**src/rtl/dwa_element_selector_if.sv**
```systemverilog
// Sample-in / element-enables-out bundle between the notch filter, the DWA
// selector and the DAC unit-element switch block.
interface dwa_element_selector_if #(
  parameter int WIDTH    = 16,
  parameter int NUM_ELEM = 16
);
  localparam int CW = $clog2(NUM_ELEM + 1);
  localparam int PW = $clog2(NUM_ELEM);

  logic signed [WIDTH-1:0] x_in_i;
  logic                    valid_i;
  logic                    dwa_en_i;
  logic [CW-1:0]           code_o;
  logic [NUM_ELEM-1:0]     elem_en_o;
  logic [PW-1:0]           ptr_o;
  logic                    valid_o;

  modport master (
    output x_in_i, valid_i, dwa_en_i,
    input  code_o, elem_en_o, ptr_o, valid_o
  );

  modport slave (
    input  x_in_i, valid_i, dwa_en_i,
    output code_o, elem_en_o, ptr_o, valid_o
  );
endinterface

```
**src/rtl/dwa_element_selector.sv**
```systemverilog
// Rounding quantizer to NUM_ELEM+1 levels followed by a data-weighted-averaging
// unit-element selector; two-cycle latency from sample to element enables.
module dwa_element_selector #(
  parameter int WIDTH    = 16,
  parameter int NUM_ELEM = 16
) (
  input  logic                   clk_i,
  input  logic                   reset_i,
  dwa_element_selector_if.slave  bus
);
  localparam int CW    = $clog2(NUM_ELEM + 1);
  localparam int PW    = $clog2(NUM_ELEM);
  localparam int SHIFT = WIDTH - PW;

  // Offset-binary plus half an LSB of the output grid, then truncate.
  // WIDTH+1 bits already hold the largest sum, so nothing overflows.
  function automatic logic [CW-1:0] quantize(input logic signed [WIDTH-1:0] x);
    logic [WIDTH:0] u;
    u = {1'b0, ~x[WIDTH-1], x[WIDTH-2:0]} + ((WIDTH+1)'(1) << (SHIFT - 1));
    return u[WIDTH:SHIFT];
  endfunction

  function automatic logic [NUM_ELEM-1:0] thermometer(input logic [CW-1:0] c);
    logic [NUM_ELEM-1:0] m;
    for (int i = 0; i < NUM_ELEM; i++) begin
      m[i] = (CW'(i) < c);
    end
    return m;
  endfunction

  // Cyclic rotate-left; PW-bit index arithmetic supplies the mod NUM_ELEM wrap.
  function automatic logic [NUM_ELEM-1:0] rotate_left(input logic [NUM_ELEM-1:0] m,
                                                      input logic [PW-1:0]       p);
    logic [NUM_ELEM-1:0] r;
    for (int i = 0; i < NUM_ELEM; i++) begin
      r[i] = m[PW'(PW'(i) - p)];
    end
    return r;
  endfunction

  logic                vld_p1_q, vld_p1_d;
  logic [CW-1:0]       code_p1_q, code_p1_d;
  logic                vld_p2_q, vld_p2_d;
  logic [CW-1:0]       code_p2_q, code_p2_d;
  logic [NUM_ELEM-1:0] elem_en_p2_q, elem_en_p2_d;
  logic [PW-1:0]       ptr_p2_q, ptr_p2_d;
  logic [CW-1:0]       ptr_sum;

  always_comb begin
    // Stage 1: quantize
    vld_p1_d  = bus.valid_i;
    code_p1_d = code_p1_q;
    if (bus.valid_i) begin
      code_p1_d = quantize(bus.x_in_i);
    end

    // Stage 2: select elements; outputs hold across gaps so the DAC keeps its level
    vld_p2_d     = vld_p1_q;
    code_p2_d    = code_p2_q;
    elem_en_p2_d = elem_en_p2_q;
    ptr_p2_d     = ptr_p2_q;
    ptr_sum      = CW'(ptr_p2_q) + code_p1_q;
    if (vld_p1_q) begin
      code_p2_d = code_p1_q;
      if (bus.dwa_en_i) begin
        elem_en_p2_d = rotate_left(thermometer(code_p1_q), ptr_p2_q);
        ptr_p2_d     = ptr_sum[PW-1:0];
      end else begin
        elem_en_p2_d = thermometer(code_p1_q);
      end
    end
  end

  always_ff @(posedge clk_i) begin
    if (reset_i) begin
      vld_p1_q     <= 1'b0;
      code_p1_q    <= '0;
      vld_p2_q     <= 1'b0;
      code_p2_q    <= '0;
      elem_en_p2_q <= '0;
      ptr_p2_q     <= '0;
    end else begin
      vld_p1_q     <= vld_p1_d;
      code_p1_q    <= code_p1_d;
      vld_p2_q     <= vld_p2_d;
      code_p2_q    <= code_p2_d;
      elem_en_p2_q <= elem_en_p2_d;
      ptr_p2_q     <= ptr_p2_d;
    end
  end

  assign bus.code_o    = code_p2_q;
  assign bus.elem_en_o = elem_en_p2_q;
  assign bus.ptr_o     = ptr_p2_q;
  assign bus.valid_o   = vld_p2_q;
endmodule

```
**src/flat_wrapper.sv**
```systemverilog
// flat-port wrapper written by rule: the top's interface ports become plain ports
module dwa_element_selector_flat 
#(
  parameter int WIDTH    = 16,
  parameter int NUM_ELEM = 16
)
  (clk_i, reset_i, bus_x_in_i, bus_valid_i, bus_dwa_en_i, bus_code_o, bus_elem_en_o, bus_ptr_o, bus_valid_o);
  dwa_element_selector_if #(.WIDTH(WIDTH), .NUM_ELEM(NUM_ELEM)) bus_i ();
  input  logic clk_i;
  input  logic reset_i;
  input wire logic [$bits(bus_i.x_in_i)-1:0] bus_x_in_i;
  input wire logic [$bits(bus_i.valid_i)-1:0] bus_valid_i;
  input wire logic [$bits(bus_i.dwa_en_i)-1:0] bus_dwa_en_i;
  output wire logic [$bits(bus_i.code_o)-1:0] bus_code_o;
  output wire logic [$bits(bus_i.elem_en_o)-1:0] bus_elem_en_o;
  output wire logic [$bits(bus_i.ptr_o)-1:0] bus_ptr_o;
  output wire logic [$bits(bus_i.valid_o)-1:0] bus_valid_o;
  assign bus_i.x_in_i = bus_x_in_i;
  assign bus_i.valid_i = bus_valid_i;
  assign bus_i.dwa_en_i = bus_dwa_en_i;
  assign bus_code_o = bus_i.code_o;
  assign bus_elem_en_o = bus_i.elem_en_o;
  assign bus_ptr_o = bus_i.ptr_o;
  assign bus_valid_o = bus_i.valid_o;
  dwa_element_selector #(.WIDTH(WIDTH), .NUM_ELEM(NUM_ELEM)) u_core (.clk_i(clk_i), .reset_i(reset_i), .bus(bus_i));
endmodule
```
**config.mk**
```make
export PLATFORM = sky130hd
export DESIGN_NAME = dwa_element_selector_flat
export DESIGN_NICKNAME = d
export VERILOG_FILES = /design/src/rtl/dwa_element_selector_if.sv /design/src/rtl/dwa_element_selector.sv /design/src/flat_wrapper.sv
export SDC_FILE = /design/constraint.sdc
export NUM_CORES = 1
export LEC_CHECK = 0
export CAP_MARGIN = 20
export CORE_UTILIZATION = 55
export DETAILED_ROUTE_END_ITERATION = 12
export GPL_TIMING_DRIVEN = 0
export PLACE_DENSITY = 0.82
export SLEW_MARGIN = 20
export SYNTH_ARGS = -nofsm -noshare
export SYNTH_HDL_FRONTEND = slang
export SYNTH_SLANG_ARGS = --single-unit
```
**constraint.sdc**
```tcl
create_clock -name clk_i -period 2.8 [get_ports clk_i]
set_clock_uncertainty 0.15 [all_clocks]
set_input_delay 0.84 -clock clk_i [delete_from_list [all_inputs] [get_ports clk_i]]
set_output_delay 0.84 -clock clk_i [all_outputs]
set_load 0.005 [all_outputs]
```
==> run summary <==
Outcome -> finished clean
Final Max Tran Viols -> 0
Cell type contributing the most total cell area after synthesis -> dfxtp_1
Instance tally after logic synthesis -> 360
Worst flop-to-flop path startpoint -> u_core.bus.ptr_o[0]$_SDFFE_PP0P_
Transition time at the pin with the least slew margin -> 0.7974 ns
Maximum number of pins on one net before global-route repair -> 12
Detailed-route DRC error count -> 0
Worst slack on hold paths -> 0.3566 ns
Total wire length after detailed routing -> 9015 um
Number of storage elements in the synthesis netlist -> 32
Timing-limited maximum frequency -> 370.7 MHz
Utilization after layout -> 69.00%
Path type of the worst setup path -> flip-flop to flip-flop
Beginning of the critical path -> u_core.bus.ptr_o[0]$_SDFFE_PP0P_
Worst hold path type -> flip-flop to flip-flop
Site row count -> 25
Clk_lat worst skew -> 0.30 ns
Library cells used by synthesis -> 70
Total buffers and inverters traversed by the critical path -> 2
Design Area, Final -> 3367 um2
Top_reg_cell synth -> dfxtp_1
Crit Path Max Fanout -> 10
Cell count of the worst reg-to-reg path -> 8
P&R area growth vs syn -> 17.56%
Number of nets in the layout -> 431
Hold Vio Cnt, Final -> 0
Power per cell area -> 381.6 nW/um2
Warnings, synthesis -> 0
Vias in the first global route -> 2735
Dominant cell area share -> 22.37%
Total combinational power -> 398 uW
Chip area estimate from yosys synthesis -> 2864 um2
CTS Buffer Depth -> 2
Group drawing the most power -> registers
Main area contributors -> dfxtp_1, nor2_1, ha_1
Remaining max-slew budget at the tightest pin -> 46.43%
X dimension of the die -> 74.16 um
Warning total across the stage logs -> 42
Root buffer cell -> clkbuf_8
Critical Path Stages -> 8
Proportion of power drawn by the clock network -> 30.0%
Placed inst area -> 3268 um2
Initial antenna violation count -> 0
Count of placed standard cells including taps -> 459
Clock tree from TritonCTS -> done
Proportion of layout cells with a drive suffix above 1 -> 12.50%
[run 1: repair_timing]
item | CTS | global route
buffers inserted | 0 | 0
setup endpoints to repair | 4 | 2
resized | 2 | 2
pin swaps | 0 | 0
[run 1: per-layer routing]
metal / vias up / routed length [um] / part of all wire [%]
met5: - / 0 / 0
met4: 0 / 330 / 3.7
met3: 26 / 601 / 6.7
met2: 156 / 4152 / 46
met1: 1428 / 3931 / 44
li1: 1415 / - / -
[run 1: kinds of logic (layout without fill, tap and decap cells)]
| family | count (synthesis) | count (layout) | synth area share [%] |
|---|---|---|---|
| muxes | 8 | 8 | 2.796 |
| and+or+nand+nor | 122 | 122 | 22.11 |
| buffers and inverters | 44 | 84 | 9.742 |
| DFF | 32 | 32 | 22.37 |
| xor gates and xnor gates | 21 | 21 | 6.947 |
| adders and majority gates | 15 | 15 | 6.553 |
| AOI/OAI and AO/OA | 118 | 118 | 29.49 |
[run 1: final cells by class]
| type | count | area [um2] | area share [%] |
|---|---|---|---|
| buffer | 32 | 235.2 | 6.986 |
| clock buffer | 5 | 68.82 | 2.044 |
| inverter | 12 | 45.04 | 1.338 |
| timing repair buffer | 32 | 320.3 | 9.513 |
| sequential | 32 | 641.9 | 19.06 |
| clock inverter | 3 | 18.77 | 0.5574 |
| multi-input combinational | 284 | 1953 | 58.01 |
| tap | 67 | 83.83 | 2.490 |
[run 1: Yosys cell counts, types with 3 or more instances]
cell       number
nor2_1         42
dfxtp_1        32
o21ai_0        21
a21oi_1        19
nand3_1        18
nor3_1         16
nand2_1        14
a211oi_1       12
clkbuf_1       12
ha_1           11
inv_1          11
xnor2_1        10
xor2_1          9
a31oi_1         8
buf_2           8
mux2i_1         8
clkbuf_8        7
o31ai_1         6
o22ai_1         5
a22oi_1         4
buf_6           4
nand2b_1        4
nor2b_1         4
nor4_1          4
o21a_1          4
a311oi_1        3
a32oi_1         3
and2_1          3
maj3_1          3
o2111ai_1       3
o2bb2ai_1       3
[run 1: how the worst min path moves through the flow]
stage | cells after the start | slack (ns) | end
after floorplan | 2 | 0.34 | u_core.bus.code_o[0]$_SDFFE_PP0P_
after global placement | 2 | 0.33 | u_core.bus.code_o[0]$_SDFFE_PP0P_
after detailed placement | 2 | 0.34 | u_core.bus.code_o[4]$_SDFFE_PP0P_
after CTS | 2 | 0.36 | u_core.bus.code_o[4]$_SDFFE_PP0P_
after global routing | 2 | 0.39 | u_core.bus.code_o[2]$_SDFFE_PP0P_
final | 2 | 0.36 | u_core.bus.code_o[4]$_SDFFE_PP0P_
[run 1: sequential cells by signal, summed over array words and instances (netlist names)]
name                  flops
u_core.bus.elem_en_o     16
u_core.code_p1_q          5
u_core.bus.valid_o        1
u_core.bus.ptr_o          4
u_core.vld_p1_q           1
u_core.bus.code_o         5
[run 1: cells in the final DEF, fill, tap and decap left out, drive strengths merged, types with 10 or more instances in the layout]
cell	count
clkdlybuf4s50	32
a21oi	20
nand3	18
ha	11
inv	11
clkbuf	24
buf	13
nand2	15
xor2	10
xnor2	11
dfxtp	32
nor2	42
nor3	16
a211oi	13
o21ai	24
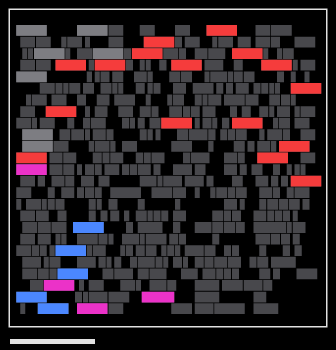
*Sequential cells grouped by signal name, run 1*
The bar under the picture is 20 um long. Other sequential cells in the stronger grey, the rest of the logic in the fainter grey.
[red] u_core.bus.elem_en_o | placed flops: 16
[magenta] u_core.bus.ptr_o | placed flops: 4 | where: lower left
[blue] u_core.code_p1_q | placed flops: 5 | where: lower left
not coloured: 7

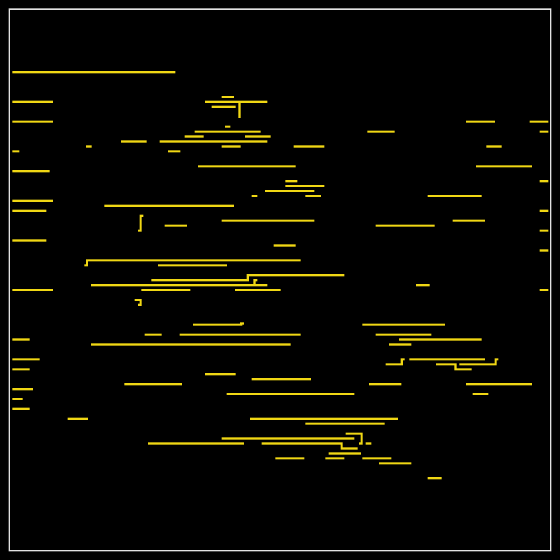
*Signal wires on met3, run 1*
longest straight run: 29.2 um
share of all routed wire: 6.7%
wire length on this layer: 601 um

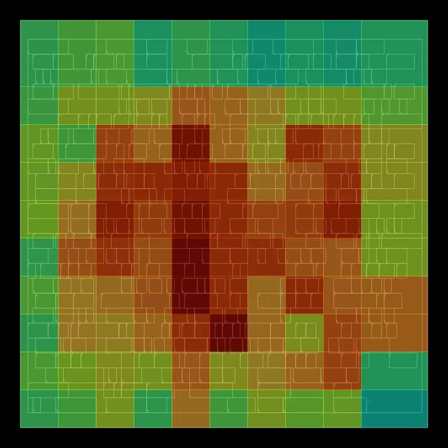
*Routing congestion map, run 1*
met1 usage: 42.57%
global-route usage over all layers: 34.06%
routing usage on met3: 4.743%
Most Used Layer, Global Route: met2
met2 GRT Util: 57.37%

Power and IR drop assume default switching activity.
